$ cat src/rtl/program_loader.sv
// Byte-stream program loader: parses a sync/count/payload/checksum frame and
// writes 64-bit instruction words into program memory, then enables the core.
module program_loader #(
  parameter int WORD_W = 64,
  parameter int ADDR_W = 20
) (
  input  logic              clk,
  input  logic              rst,
  input  logic [7:0]        in_data,
  input  logic              in_valid,
  output logic              in_ready,
  output logic              wr_en,
  output logic [ADDR_W-1:0] wr_addr,
  output logic [WORD_W-1:0] wr_data,
  output logic              run,
  output logic              error
);

  typedef enum logic [2:0] {SYNC, LEN, DATA, CHECK, DONE, ERR} state_e;

  localparam logic [7:0]    SYNC_BYTE = 8'hA5;
  localparam logic [31:0]   MAX_WORDS = 32'd1 << ADDR_W;
  localparam logic [ADDR_W:0] IDX_ONE = 1;

  state_e              state_q, state_d;
  logic [2:0]          byte_cnt_q, byte_cnt_d;
  logic [23:0]         count_q, count_d;
  logic [ADDR_W:0]     word_idx_q, word_idx_d;
  logic [WORD_W-9:0]   partial_q, partial_d;
  logic [7:0]          csum_q, csum_d;
  logic                wr_en_q, wr_en_d;
  logic [ADDR_W-1:0]   wr_addr_q, wr_addr_d;
  logic [WORD_W-1:0]   wr_data_q, wr_data_d;

  logic loading;
  logic accept;

  assign loading = (state_q == SYNC) || (state_q == LEN) ||
                   (state_q == DATA) || (state_q == CHECK);
  assign accept  = in_valid && loading && !rst;

  always_comb begin
    state_d    = state_q;
    byte_cnt_d = byte_cnt_q;
    count_d    = count_q;
    word_idx_d = word_idx_q;
    partial_d  = partial_q;
    csum_d     = csum_q;
    wr_en_d    = 1'b0;
    wr_addr_d  = wr_addr_q;
    wr_data_d  = wr_data_q;

    if (accept) begin
      case (state_q)
        SYNC: begin
          if (in_data == SYNC_BYTE) begin
            state_d    = LEN;
            byte_cnt_d = '0;
          end
        end
        LEN: begin
          count_d    = {count_q[15:0], in_data};
          byte_cnt_d = byte_cnt_q + 3'd1;
          if (byte_cnt_q == 3'd2) begin
            byte_cnt_d = '0;
            if (count_d == '0)
              state_d = CHECK;
            else if (32'(count_d) > MAX_WORDS)
              state_d = ERR;
            else
              state_d = DATA;
          end
        end
        DATA: begin
          partial_d  = {partial_q[WORD_W-17:0], in_data};
          csum_d     = csum_q ^ in_data;
          byte_cnt_d = byte_cnt_q + 3'd1;
          if (byte_cnt_q == 3'd7) begin
            // Word completes on the 8th byte; the write is registered so it
            // appears one cycle later with the pre-increment index.
            wr_en_d    = 1'b1;
            wr_data_d  = {partial_q, in_data};
            wr_addr_d  = word_idx_q[ADDR_W-1:0];
            word_idx_d = word_idx_q + IDX_ONE;
            if (32'(word_idx_d) == 32'(count_q))
              state_d = CHECK;
          end
        end
        CHECK: begin
          state_d = (in_data == csum_q) ? DONE : ERR;
        end
        default: ;
      endcase
    end
  end

  always_ff @(posedge clk) begin
    if (rst) begin
      state_q    <= SYNC;
      byte_cnt_q <= '0;
      count_q    <= '0;
      word_idx_q <= '0;
      partial_q  <= '0;
      csum_q     <= '0;
      wr_en_q    <= 1'b0;
      wr_addr_q  <= '0;
      wr_data_q  <= '0;
    end else begin
      state_q    <= state_d;
      byte_cnt_q <= byte_cnt_d;
      count_q    <= count_d;
      word_idx_q <= word_idx_d;
      partial_q  <= partial_d;
      csum_q     <= csum_d;
      wr_en_q    <= wr_en_d;
      wr_addr_q  <= wr_addr_d;
      wr_data_q  <= wr_data_d;
    end
  end

  // Outputs are forced to their idle values while rst is high, whatever state
  // the registers still hold from before the reset edge.
  assign in_ready = loading || rst;
  assign wr_en    = wr_en_q && !rst;
  assign wr_addr  = rst ? '0 : wr_addr_q;
  assign wr_data  = rst ? '0 : wr_data_q;
  assign run      = (state_q == DONE) && !rst;
  assign error    = (state_q == ERR) && !rst;

endmodule

$ cat config.mk
export PLATFORM = sky130hd
export DESIGN_NAME = program_loader
export DESIGN_NICKNAME = d
export VERILOG_FILES = /design/src/rtl/program_loader.sv
export SDC_FILE = /design/constraint.sdc
export NUM_CORES = 1
export LEC_CHECK = 0
export ABC_AREA = 1
export CAP_MARGIN = 15
export CELL_PAD_IN_SITES_DETAIL_PLACEMENT = 1
export CELL_PAD_IN_SITES_GLOBAL_PLACEMENT = 2
export CORE_ASPECT_RATIO = 0.6
export CORE_MARGIN = 2
export CORE_UTILIZATION = 31
export CTS_CLUSTER_DIAMETER = 40
export DETAILED_ROUTE_END_ITERATION = 12
export GPL_TIMING_DRIVEN = 0
export PLACE_DENSITY_LB_ADDON = 0.1
export SYNTH_ARGS = -nofsm -noshare
export SYNTH_HDL_FRONTEND = slang
export SYNTH_SLANG_ARGS = --single-unit
$ cat constraint.sdc
create_clock -name clk -period 2.2 [get_ports clk]
set_input_delay 0.33 -clock clk [delete_from_list [all_inputs] [get_ports clk]]
set_output_delay 0.33 -clock clk [all_outputs]
set_load 0.005 [all_outputs]
==> flow_summary.toml, run 1 <==
# physical design summary
[logic_synthesis]
fa_ha_area_share_pct = 0.585
yosys_area_mm2 = 0.00856
synth_area_mm2 = 0.00856
xor_share_pct = 1.13
synthDistinctLibCells = 35
mux_area_share_pct = 0
ys_cells = 1212
simple_gate_area_share_pct = 25.0
ys_top_logic_family = "simple AND/OR/NAND/NOR gates"
synth_warnings = 0
yosys.area_share.aoi_pct = 16.4
synthFlopType = "dfxtp_1"
synthTopCellsByArea = "dfxtp_1, nand2_1, o21ai_0, inv_1, nor2_1"
syn_nets = 1227
top_area_share_pct = 46.8
async_reset_ff_share_pct = 0
syn-instance-count = 1212
edf_count = 0
common_cells = "nand2_1, dfxtp_1, o21ai_0"
postSynthAreaPerCell_um2 = 7.06

[clock_network]
clock.latency.late_pin_ps = 450
root_buffer = "clkbuf_16"
clock_sinks = 200
cts_tree = "yes"
htreeDepth = 4

[place]
gp_congestion = 0.817
portBuffers = 98
dpl_cell_area_mm2 = 0.0100
hpwlAfterDp_um = 24300

[worst_setup_path]
slowest_stage = "dfxtp_2"
cpPeakStageDelay_ps = 350
start_kind = "flop"
worstPathCellList = "ha_2 -> ha_4 -> nand2_1 -> nor2_2 -> nand3_1 -> nor2_1 -> nand3_1 -> nor2_2 -> nand3_2 -> nor2_1 -> nand2_2 -> nand2_4 -> nand3_2 -> nand2_1 -> nor2_1"
arrival_ps = 2520
crit_type = "reg -> reg"
cp_data_required_time_ps = 2540
path_buffers = 0
r2r_slack_ps = 20
timing.rr.end = "state_q[1]"
cp-end-kind = "flop"

[final_timing]
setup_viol = 0
whs_ps = 456
drv_slew = 0
fin_skew_ps = 10.7
max_freq_ghz = 0.459
setup_ws_ps = 22.9
finalHoldViolations = 0
fin_crit_ps = 2180

[routing]
vias = 8259
viasPerCell = 4.78
drt_first_pass_iters = 7
drt-initial-drc-count = 658

[min_path]
hold_path_end = "wr_addr_q[5]"
hold_class = "reg -> reg"
hold_start = "wr_addr_q[5]"

[global_routing]
overflow = 0
track_usage_pct = 22.5
grt_pass1_vias = 7853
grt_max_degree = 17
grt_pass1_wl_um = 48500

[die]
fp-utilization_pct = 31.3
io_pins = 99
core_area_mm2 = 0.0273

[power]
leakagePower_uw = 0.00460
ir_drop_v = 0.000441
powerDensity_mw_per_mm2 = 650

[run_status]
status = "completed"

[final_layout]
final_layout_top_logic_cell = "nand2_1"
final_cell_area_mm2 = 0.0111
-- run 1: cell type report --
class / instances / area (um^2) / area share, %
flip-flops and latches: 200 / 4030 / 36.4
multi-input cells: 788 / 3860 / 34.9
clock buffers: 22 / 464 / 4.19
inverters: 159 / 597 / 5.39
repair buffers: 116 / 1090 / 9.83
clock inverters: 10 / 141 / 1.28
well taps: 367 / 459 / 4.15
plain buffers: 65 / 432 / 3.90
diodes: 1 / 2.50 / 0.0226
-- run 1: per-layer routing --
layer / GRT usage [%] / share of wire [%] / vias up
met5: 0 / 0 / -
met4: 4.42 / 0.67 / 0
met3: 3.84 / 4.9 / 13
met2: 26.0 / 34 / 173
met1: 39.9 / 60 / 3922
li1: - / - / 4151
-- run 1: timing repair --
action / in CTS / in global routing
resized: 105 / 35
endpoints found under the setup margin: 207 / 109
setup buffers: 10 / 8
hold buffers: 0 / 0
pin swaps: 4 / 8
-- run 1: sequential cells by signal (all words and copies together) (netlist names) --
| signal | flops |
|---|---|
| partial_q | 56 |
| count_q | 24 |
| state_q | 3 |
| wr_data_q | 64 |
| word_idx_q | 21 |
| wr_addr_q | 20 |
| csum_q | 8 |
| wr_en_q | 1 |
| byte_cnt_q | 3 |
-- run 1: where the power goes --
group / total (uW) / leakage (uW) / switching (uW) / internal (uW)
clock: 3350 / 0.000291 / 1490 / 1860
sequential: 3610 / 0.00162 / 0.688 / 3610
combinational: 229 / 0.00269 / 157 / 72.2
-- run 1: through the flow --
| stage | TNS (ps) | std cells |
|---|---|---|
| detailed placement | -133310 | 1677 |
| global placement | -132970 | 1677 |
| CTS | 0 | 1719 |
| global route | -254 | 1727 |
| finish | 0 | 1728 |
| floorplan | 0 | 1212 |
-- run 1: tightest hold or removal path, stage by stage (launching register included) --
cell and delay [ps]:
dfxtp_1 300, inv_1 60, a21oi_1 50
Fig. 1: run 1, cell sizes after repair
Scale: 2 px per um.
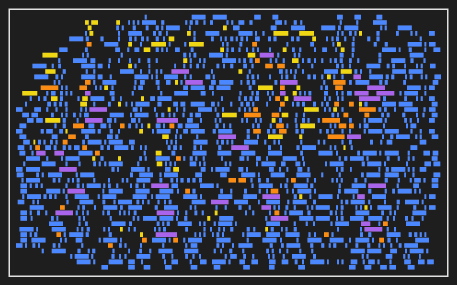
_6 and larger -> purple  # cells 34, share 2.5%
_2 cells -> yellow  # cells 70, share 5.1%
_0 and _1 cells -> blue  # cells 1205, share 89%
_3 and _4 cells -> orange  # cells 51, share 3.8%

Fig. 2: run 1, cells colored by class
Scale: 2 px per um.
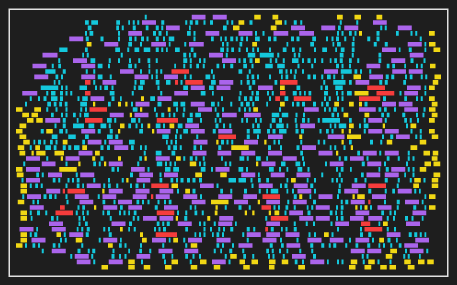
clock drivers and dummy loads -> red  # cells 32, share of their area 5.7%
combinational and other logic -> cyan  # cells 947, share of their area 42%
remaining buffers and delay cells -> yellow  # cells 181, share of their area 14%
sequential cells -> purple  # cells 200, share of their area 38%

Fig. 3: run 1, track usage over the die
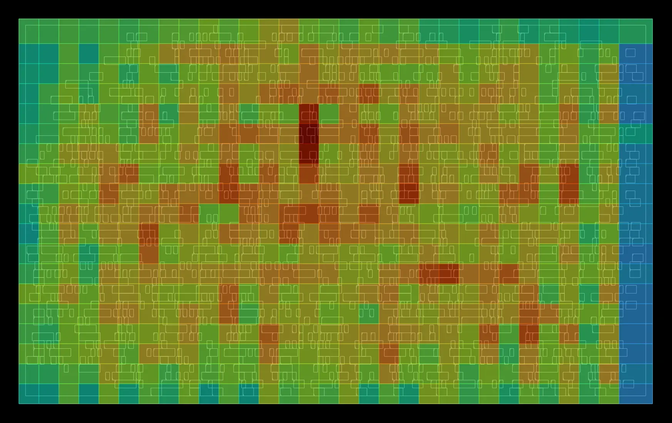
M1 GR Usage: 39.9%
Util after Layout: 40.5%
gr busiest metal: met1
per-cell routed wire length: 18.5 um
met3 usage: 3.84%

==> run 1 -> run 2 <==
--- a/config.mk
+++ b/config.mk
@@ -15,6 +15,7 @@
 export CTS_CLUSTER_DIAMETER = 40
 export DETAILED_ROUTE_END_ITERATION = 12
 export GPL_TIMING_DRIVEN = 0
+export HOLD_SLACK_MARGIN = 0.06
 export PLACE_DENSITY_LB_ADDON = 0.1
 export SYNTH_ARGS = -nofsm -noshare
 export SYNTH_HDL_FRONTEND = slang
Fig. 4: run 2, a small window of the routed layout
Region (42, 87) to (67, 112) um. Cells in gray, sequential cells in the stronger gray; small squares are vias.
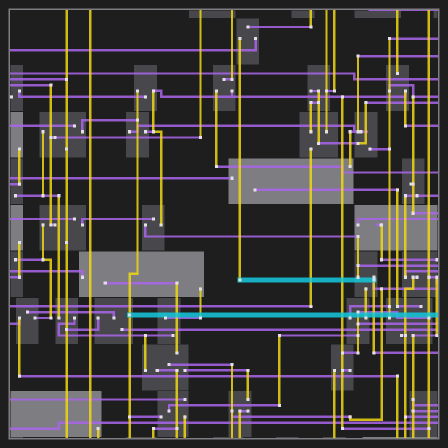
metal 3 -> cyan
metal 1 -> purple
metal 2 -> yellow
most frequent = nand2_1 (10), inv_1 (5), o31ai_1 (5)
sequential cells in the window = 4
netlist names of flops here include = count_q (3), state_q (1)
cells with their middle in the window = 31

==> flow_summary.toml, run 2 <==
# physical design summary
[run_status]
status = "completed"

[worst_setup_path]
worstPathCellList = "ha_2 -> ha_4 -> nand2_1 -> nor2_2 -> nand3_1 -> nor2_1 -> nand3_1 -> nor2_2 -> nand3_2 -> nor2_1 -> nand2_2 -> nand2_4 -> nand3_2 -> nand2_1 -> nor2_1"
crit_type = "reg -> reg"
slowest_stage = "dfxtp_2"
cp-end-kind = "flop"
arrival_ps = 2520
cpPeakStageDelay_ps = 350
path_buffers = 0

[place]
dpl_cell_area_mm2 = 0.0100
hpwlAfterDp_um = 24300
portBuffers = 98
gp_congestion = 0.817

[clock_network]
clock_sinks = 200
root_buffer = "clkbuf_16"
clock.latency.late_pin_ps = 450
cts_hold_buf = 0
htreeDepth = 4

[power]
clock_power_uw = 3350
p_int_uw = 5540
p_comb_share_pct = 3.2
maxPowerGroup = "registers"
leakagePower_uw = 0.00460
switchingPower_uw = 1650
p_comb_uw = 229
seqPwrFrac_pct = 50.2
powerDensity_mw_per_mm2 = 650
clkPwrFrac_pct = 46.6
p_seq_uw = 3610

[final_timing]
drv_slew = 0
setup_ws_ps = 22.9
fin_skew_ps = 10.7
fin_crit_ps = 2180
setup_viol = 0
finalHoldViolations = 0

[global_routing]
grt_pass1_wl_um = 48500
grt_max_degree = 17
track_usage_pct = 22.5

[routing]
vias = 8259
drt_first_pass_iters = 7
wire_per_inst_um = 18.5
viasPerCell = 4.78

[logic_synthesis]
edf_count = 0
yosys_area_mm2 = 0.00856
synthDistinctLibCells = 35
synthTopCellsByArea = "dfxtp_1, nand2_1, o21ai_0, inv_1, nor2_1"
common_cells = "nand2_1, dfxtp_1, o21ai_0"
syn-instance-count = 1212
async_reset_ff_share_pct = 0
synthFlopType = "dfxtp_1"

[final_layout]
final_cell_area_mm2 = 0.0111
reg_top3 = "wr_data_q: 64 flops, partial_q: 56 flops, count_q: 24 flops"
top_register = "wr_data_q"
utilization_pct = 40.5
largest_reg_flops = 64
final_layout_top_logic_cell = "nand2_1"

[min_path]
hold_class = "reg -> reg"

[run]
drv_cap = 0

[die]
core_area_mm2 = 0.0273
die_h_um = 133
fp-utilization_pct = 31.3
run 2: final timing paths:
check,slack [ps],end,from
worst min register to register,460,wr_addr_q[5],wr_addr_q[5]
worst max-delay path,20,state_q[1],byte_cnt_q[1]
worst min-delay path,460,wr_addr_q[5],wr_addr_q[5]
worst max register to register,20,state_q[1],byte_cnt_q[1]
run 2: layer usage:
layer  vias to the layer above  global-route usage, %  share of wire [%]
met4                         0                   4.42               0.67
met2                       173                   26.0                 34
li1                       4151                      -                  -
met5                         -                      0                  0
met1                      3922                   39.9                 60
met3                        13                   3.84                4.9
run 2: through the flow:
| stage | hold slack, ps | cells | TNS, ps |
|---|---|---|---|
| after CTS | 461 | 1719 | 0 |
| after global placement | 442 | 1677 | -132970 |
| final | 456 | 1728 | 0 |
| after floorplan | 430 | 1212 | 0 |
| after detailed placement | 450 | 1677 | -133310 |
| after global routing | 474 | 1727 | -254 |
run 2: cell families after synthesis:
| kind of cell | after synthesis | synth area share, % |
|---|---|---|
| adder cells (fa/ha/maj) | 4 | 0.585 |
| AND/OR/NAND/NOR | 514 | 25.0 |
| XOR/XNOR | 11 | 1.13 |
| buffers and inverters | 224 | 10.1 |
| AND-OR/OR-AND | 259 | 16.4 |
| flip-flops | 200 | 46.8 |
run 2: final cells by class:
type                            count  area [um^2]  share of cell area (%)
Buffer                             65          432                    3.90
Antenna cell                        1         2.50                  0.0226
Inverter                          159          597                    5.39
Sequential cell                   200         4030                    36.4
Clock inverter                     10          141                    1.28
Timing Repair Buffer              116         1090                    9.83
Clock buffer                       22          464                    4.19
Multi-Input combinational cell    788         3860                    34.9
Tap cell                          367          459                    4.15
run 2: repair_timing:
action                                  CTS  global route
buffers inserted                         10             8
pin swaps                                 4             8
endpoints found under the setup margin  207           109
gates resized                           105            35
Power and IR drop assume default switching activity.
